## src/rtl/cache_fill_arbiter.sv

```systemverilog
// cache_fill_arbiter
//   Shares one pipelined, fixed-latency main memory between I-cache and
//   D-cache miss handling. One pending miss is picked in IDLE, the whole
//   block is requested one word per cycle, the returned words are streamed
//   into the chosen cache's data array, and that cache's done is pulsed.
//
// Ports
//   clk, rst_n              clock, synchronous active-low reset
//   i_miss/i_addr           I-cache miss request (level) and byte address
//   d_miss/d_addr           D-cache miss request (level) and byte address
//   mem_en/mem_addr         memory read request, one word per cycle
//   mem_data_valid/mem_data memory return, MEM_LATENCY cycles after mem_en
//   fill_we/fill_sel/fill_word/fill_data
//                           data-array write (sel 0 = I, 1 = D)
//   i_done/d_done           one-cycle block-complete pulse
//   busy                    a fill is in progress (state != IDLE)
module cache_fill_arbiter #(
   parameter int WORDS_PER_BLOCK = 8,
   parameter int MEM_LATENCY     = 4,
   parameter int ADDR_W          = 16,
   parameter int DATA_W          = 16,
   localparam int WB             = $clog2(WORDS_PER_BLOCK)
) (
   input  logic              clk,
   input  logic              rst_n,
   input  logic              i_miss,
   input  logic [ADDR_W-1:0] i_addr,
   input  logic              d_miss,
   input  logic [ADDR_W-1:0] d_addr,
   output logic              mem_en,
   output logic [ADDR_W-1:0] mem_addr,
   input  logic              mem_data_valid,
   input  logic [DATA_W-1:0] mem_data,
   output logic              fill_we,
   output logic              fill_sel,
   output logic [WB-1:0]     fill_word,
   output logic [DATA_W-1:0] fill_data,
   output logic              i_done,
   output logic              d_done,
   output logic              busy
);

   typedef enum logic [1:0] {S_IDLE, S_FILL, S_DONE} state_t;

   state_t                 r_state;
   logic                   r_sel;
   logic                   r_last;       // last granted requester, 0 = I
   logic [ADDR_W-WB-2:0]   r_blk;
   logic [WB:0]            r_issue;      // extra MSB flags "all issued"
   logic [WB:0]            r_recv;
   logic [MEM_LATENCY-1:0] r_pend;       // mem_en history, one bit per cycle
   logic                   r_i_done;
   logic                   r_d_done;

   logic                   w_grant_d;
   logic                   w_mem_en;
   logic                   w_accept;
   logic [MEM_LATENCY:0]   w_pend_nxt;
   logic                   w_unused_addr_bits;

   // Both pending: grant whichever was not granted last time.
   assign w_grant_d = d_miss & (~i_miss | ~r_last);

   assign w_mem_en  = (r_state == S_FILL) & ~r_issue[WB];

   // A return is taken only if this fill issued a read exactly MEM_LATENCY
   // cycles ago. r_pend is cleared by reset, so responses to reads issued
   // before a reset can never land in a later fill.
   assign w_accept  = (r_state == S_FILL) & mem_data_valid &
                      r_pend[MEM_LATENCY-1] & ~r_recv[WB];

   assign w_pend_nxt = {r_pend, w_mem_en};

   assign w_unused_addr_bits = ^{i_addr[WB:0], d_addr[WB:0]};

   always_ff @(posedge clk) begin
      if (!rst_n) begin
         r_state  <= S_IDLE;
         r_sel    <= 1'b0;
         r_last   <= 1'b0;
         r_blk    <= '0;
         r_issue  <= '0;
         r_recv   <= '0;
         r_pend   <= '0;
         r_i_done <= 1'b0;
         r_d_done <= 1'b0;
      end else begin
         r_pend   <= w_pend_nxt[MEM_LATENCY-1:0];
         r_i_done <= 1'b0;
         r_d_done <= 1'b0;
         case (r_state)
            S_IDLE: begin
               if (i_miss | d_miss) begin
                  r_sel   <= w_grant_d;
                  r_last  <= w_grant_d;
                  r_blk   <= w_grant_d ? d_addr[ADDR_W-1:WB+1]
                                       : i_addr[ADDR_W-1:WB+1];
                  r_issue <= '0;
                  r_recv  <= '0;
                  r_state <= S_FILL;
               end
            end
            S_FILL: begin
               if (w_mem_en)
                  r_issue <= r_issue + 1'b1;
               if (w_accept) begin
                  r_recv <= r_recv + 1'b1;
                  if (r_recv == (WB+1)'(WORDS_PER_BLOCK-1)) begin
                     r_state  <= S_DONE;
                     r_i_done <= ~r_sel;
                     r_d_done <= r_sel;
                  end
               end
            end
            S_DONE:  r_state <= S_IDLE;
            default: r_state <= S_IDLE;
         endcase
      end
   end

   assign mem_en    = w_mem_en;
   assign mem_addr  = w_mem_en ? {r_blk, r_issue[WB-1:0], 1'b0} : '0;
   assign fill_we   = w_accept;
   assign fill_sel  = r_sel;
   assign fill_word = r_recv[WB-1:0];
   assign fill_data = mem_data;
   assign i_done    = r_i_done;
   assign d_done    = r_d_done;
   assign busy      = (r_state != S_IDLE);

endmodule

```

## config.mk

```make
export PLATFORM = sky130hd
export DESIGN_NAME = cache_fill_arbiter
export DESIGN_NICKNAME = d
export VERILOG_FILES = /design/src/rtl/cache_fill_arbiter.sv
export SDC_FILE = /design/constraint.sdc
export NUM_CORES = 1
export LEC_CHECK = 0
export CORE_MARGIN = 10
export CORE_UTILIZATION = 35
export CTS_BUF_LIST = sky130_fd_sc_hd__clkbuf_2 sky130_fd_sc_hd__clkbuf_4 sky130_fd_sc_hd__clkbuf_8
export CTS_CLUSTER_DIAMETER = 50
export DETAILED_ROUTE_END_ITERATION = 7
export PLACE_DENSITY = 0.77
export SLEW_MARGIN = 25
export SYNTH_ARGS = -nofsm -noshare
export SYNTH_HDL_FRONTEND = slang
export SYNTH_SLANG_ARGS = --single-unit
export TNS_END_PERCENT = 100
```

## constraint.sdc

```tcl
create_clock -name clk -period 3.9 [get_ports clk]
set_input_delay 0.78 -clock clk [delete_from_list [all_inputs] [get_ports clk]]
set_output_delay 0.78 -clock clk [all_outputs]
set_load 0.1 [all_outputs]
```

Metal 1:
The bar under the picture is 20 um long. Supply wires on this layer in gray.
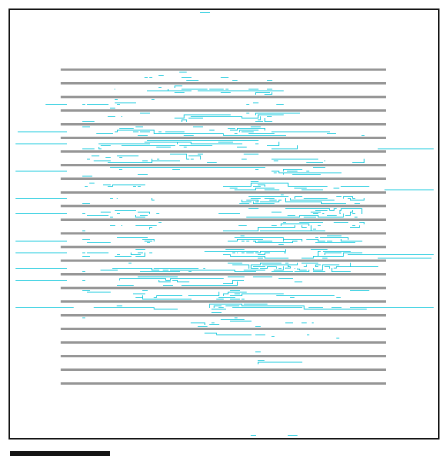
- main direction: horizontal
- longest straight run: 30.8 um
- wire length on this layer: 1,440 um
- share of all routed wire: 41%
- nets with wire on the layer: 200
overall via count from detail_route: 1,251
met1 Resource Use GR: 9.91%
wirelength, routed: 3.56 mm

Met2 routing:
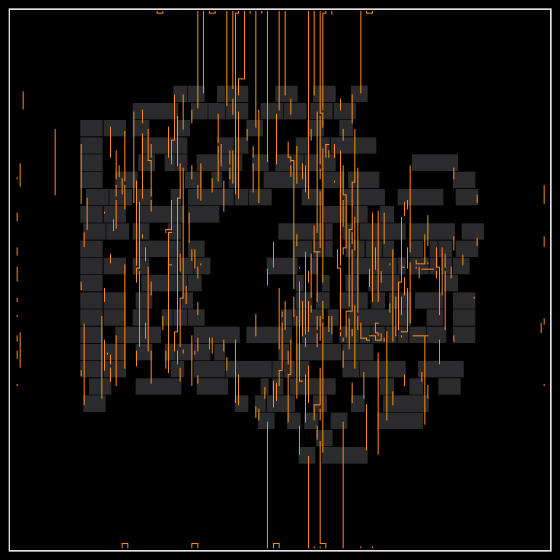
- share of all routed wire: 45%
- nets with wire on the layer: 198
- longest straight run: 29.5 um
- main direction: vertical

Met3 routing:
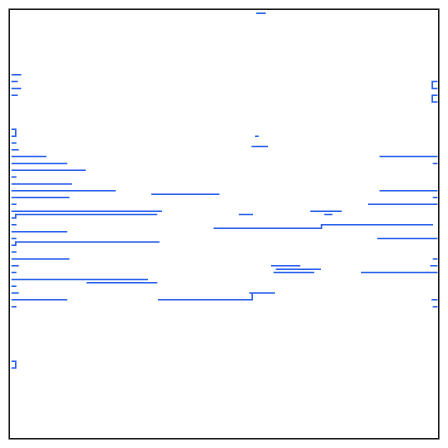
- share of all routed wire: 13%
- nets with wire on the layer: 49

Routed metal per tile:
17 x 17 tiles, from dark blue (low) to red (high), scaled to the fullest tile. Values are wire area over tile area, all layers added.
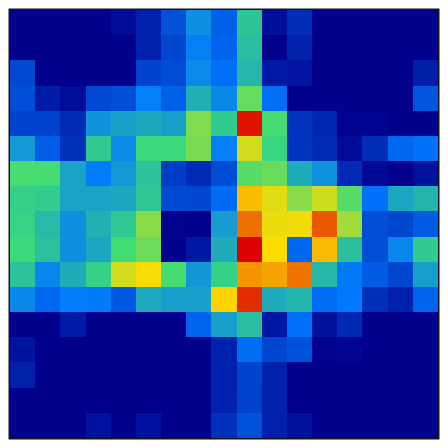
- tiles over half the peak: 12%
- fullest tile: 0.41
- nearly empty tiles: 35%
- emptiest ninth of the die: north-east

Routing congestion:
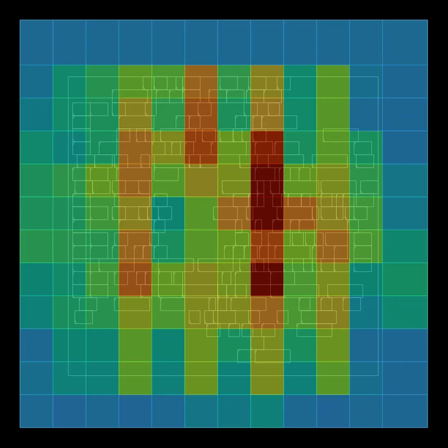
wire length per cell: 14.3 um
Core Util, Final: 47.8%
global routing usage on met2: 15.2%
total routing resource utilization after global routing: 9.82%

-- cells by family (layout without fill, tap and decap cells) --
group,after synthesis,in the layout,synth area share (%)
and+or+nand+nor,51,51,20.1
other,1,1,0.251
adders and majority gates,2,2,1.67
AOI/OAI and AO/OA,43,43,18.2
buffers and inverters,30,61,12.9
muxes,12,12,8.04
DFF,29,29,38.9
-- metal layers --
layer,share of wire (%),track usage (%)
met1,41,9.91
met2,45,15.2
met3,13,6.88
met4,2.0,4.49
met5,0,0
-- layout make-up --
cell class	instances	share of cell area, %
Tap cell	50	3.23
Timing Repair Buffer	52	24.5
Clock buffer	7	4.65
Multi-Input combinational cell	109	37.3
Inverter	2	0.387
Sequential cell	29	29.9
-- worst max-delay path, stage by stage, from the launching register on --
cell and delay, ns:
sky130_fd_sc_hd__dfxtp_1 0.44, sky130_fd_sc_hd__nor3b_2 0.80, sky130_fd_sc_hd__and2_1 0.23, sky130_fd_sc_hd__buf_4 0.29
-- through the flow --
step	hold slack, ns	total power [mW]
6_report	0.434	0.756
5_1_grt	0.453	0.795
4_1_cts	0.438	0.764
3_5_place_dp	0.422	0.512
3_3_place_gp	0.414	0.510
2_1_floorplan	0.412	0.533
-- how the worst min path moves through the flow --
| stage | slack [ns] | endpoint | cells past startpoint | start |
|---|---|---|---|---|
| after floorplan | 0.41 | r_pend[1]$_SDFF_PN0_ | 1 | r_pend[0]$_SDFF_PN0_ |
| after global placement | 0.41 | r_pend[2]$_SDFF_PN0_ | 1 | r_pend[1]$_SDFF_PN0_ |
| after detailed placement | 0.42 | r_pend[2]$_SDFF_PN0_ | 1 | r_pend[1]$_SDFF_PN0_ |
| after CTS | 0.44 | r_pend[2]$_SDFF_PN0_ | 1 | r_pend[1]$_SDFF_PN0_ |
| after global routing | 0.45 | r_pend[3]$_SDFF_PN0_ | 1 | r_pend[2]$_SDFF_PN0_ |
| final | 0.43 | r_pend[2]$_SDFF_PN0_ | 1 | r_pend[1]$_SDFF_PN0_ |
-- power breakdown --
group	switching [mW]	total (mW)	internal [mW]
clock	0.105	0.252	0.146
sequential	0.00864	0.321	0.312
combinational	0.122	0.183	0.0614
-- registers in the layout, indices dropped and copies added (netlist names) --
signal / flops
r_blk: 12
r_issue: 4
r_pend: 4
r_recv: 4
r_state: 2
d_done: 1
i_done: 1
r_last: 1
==> metrics.cfg <==
[clock_network]
cts_setup_buffers = 0
cts-buffers-inserted = 5
worst_skew_pair.late_latency_ns = 0.28
ctsLongestPathBuffers = 2
clock_tree.htree_level_count = 2
cts_hold_repair.buffers = 0
tritoncts_num_sinks = 29
clk_pin_slew_worst_paths_ns = 0.06
cts_root_buffer = sky130_fd_sc_hd__clkbuf_8
cts_tree = done
gates_resized_cts_repair = 0

[setup_path]
critPathMaxFanout = 19
worstReg2RegEnd = r_recv[2]$_SDFFE_PN0P_
worstSetupPathType = reg2out
worstSetupEndpoint = mem_addr[9]
worst_setup_path_startpoint = r_state[0]$_SDFFE_PN0P_
worst_path_arrival_ns = 2.04
worst_setup_path_end_kind = primary output
worst-r2r-setup-slack_ns = 1.75
critical_path_required_ns = 3.12
crit_path_start_kind = flop
depth_of_the_worst_register_to_register_path = 4
r2r-start = r_state[1]$_SDFFE_PN0P_

[finish]
instances_no_fill = 249
layout_top_cell_excl_fill_tap = sky130_fd_sc_hd__clkdlybuf4s50_1
syn_to_final_growth_pct = 29.8
layout.cell_area.non_filler_um2 = 1940
layout.cells.most_common_list = sky130_fd_sc_hd__clkdlybuf4s50_1 (34), sky130_fd_sc_hd__dfxtp_1 (29), sky130_fd_sc_hd__and2_1 (20)
finish.net_count = 254
comb_area_um2 = 723
layout.area.seq_um2 = 581
post_route_cells_drive_above_1_share_pct = 15.1
diodes = 0
n_fill_cell = 402

[logic_synthesis]
synth_top_cell_by_count = sky130_fd_sc_hd__dfxtp_1
synth.yosys.chip_area_um2 = 1490
ys_async_rst_share_pct = 0
top_cell_area_share_pct = 38.9
synth_seq_share_pct = 38.9
synth_area_leader_cell = sky130_fd_sc_hd__dfxtp_1
yosysWarningCount = 0
number_of_nets_in_the_synthesized_netlist = 223
synthesis.area_um2 = 1490
syn_inst = 168
synth-edff-count = 0
synth_stat.cells = 168
post_synth.cell_area_avg_um2 = 8.89
post_synth_most_frequent_cells = sky130_fd_sc_hd__dfxtp_1 (29), sky130_fd_sc_hd__buf_4 (21), sky130_fd_sc_hd__and2_1 (20), sky130_fd_sc_hd__a21oi_1 (19), sky130_fd_sc_hd__a211oi_1 (13)
yosys.cell_types.count = 34
netlist_top_cells_area = sky130_fd_sc_hd__dfxtp_1 (39%), sky130_fd_sc_hd__buf_4 (11%), sky130_fd_sc_hd__and2_1 (8.4%), sky130_fd_sc_hd__mux2i_1 (8.0%), sky130_fd_sc_hd__a211oi_1 (6.5%)
synth_top_flop_cell = sky130_fd_sc_hd__dfxtp_1
yosys_register_bits = 29

[final_timing]
timing.final.crit_period_ns = 2.82
max_freq_ghz = 0.354
post-route-worst-setup-slack_ns = 1.08
slew_viol_final = 0
endpoints_failing_setup = 0
min_period_over_period_pct = 72.4
timing_worst_slew_pin_value_ns = 0.970
final.setup.tns_ns = 0
fin_worst_skew_ns = 0.00222
hold_viol = 0
slew_headroom_pct = 35.1
rsz0062_at_grt = false

[floorplan]
die_y_um = 85.3
initial_utilization_pct = 36.8
fp.coreArea_um2 = 4060
chip_area_um2 = 7280
num_rows = 23
fp.dieW_um = 85.3
floorplan.io_pins = 94

[run]
cap_violations = 0
warning_count = 34

[placed_design]
placed_cells = 242
placement.cell_area_um2 = 1850
placement.io_buffers = 52
finalWeightedCongestion = 0.756
placement.setup.worst_slack_ns = 1.16
dp_hpwl_mm = 2.71

[worst_hold_path]
hold_class = reg2reg

[route]
ant_nets = 0
post-route-drc-count = 0
first_pass_iters = 4
drt_first_iter_violations = 83
vias_per_cell = 5.02

[outcome]
status = complete, no violations

[power]
p_per_area_nw_per_um2 = 390
largest_vdd_supply_drop_uv = 177
power.leakage_nw = 0.777

[global_route]
number_of_antenna_violations_at_the_first_check_in_global_routing = 0
vias_in_the_first_global_route = 1256
global_route_total_overflow = 0
global_route_wire_length_before_repair_mm = 5.82
grt_max_degree = 21

Power and IR drop assume default switching activity.
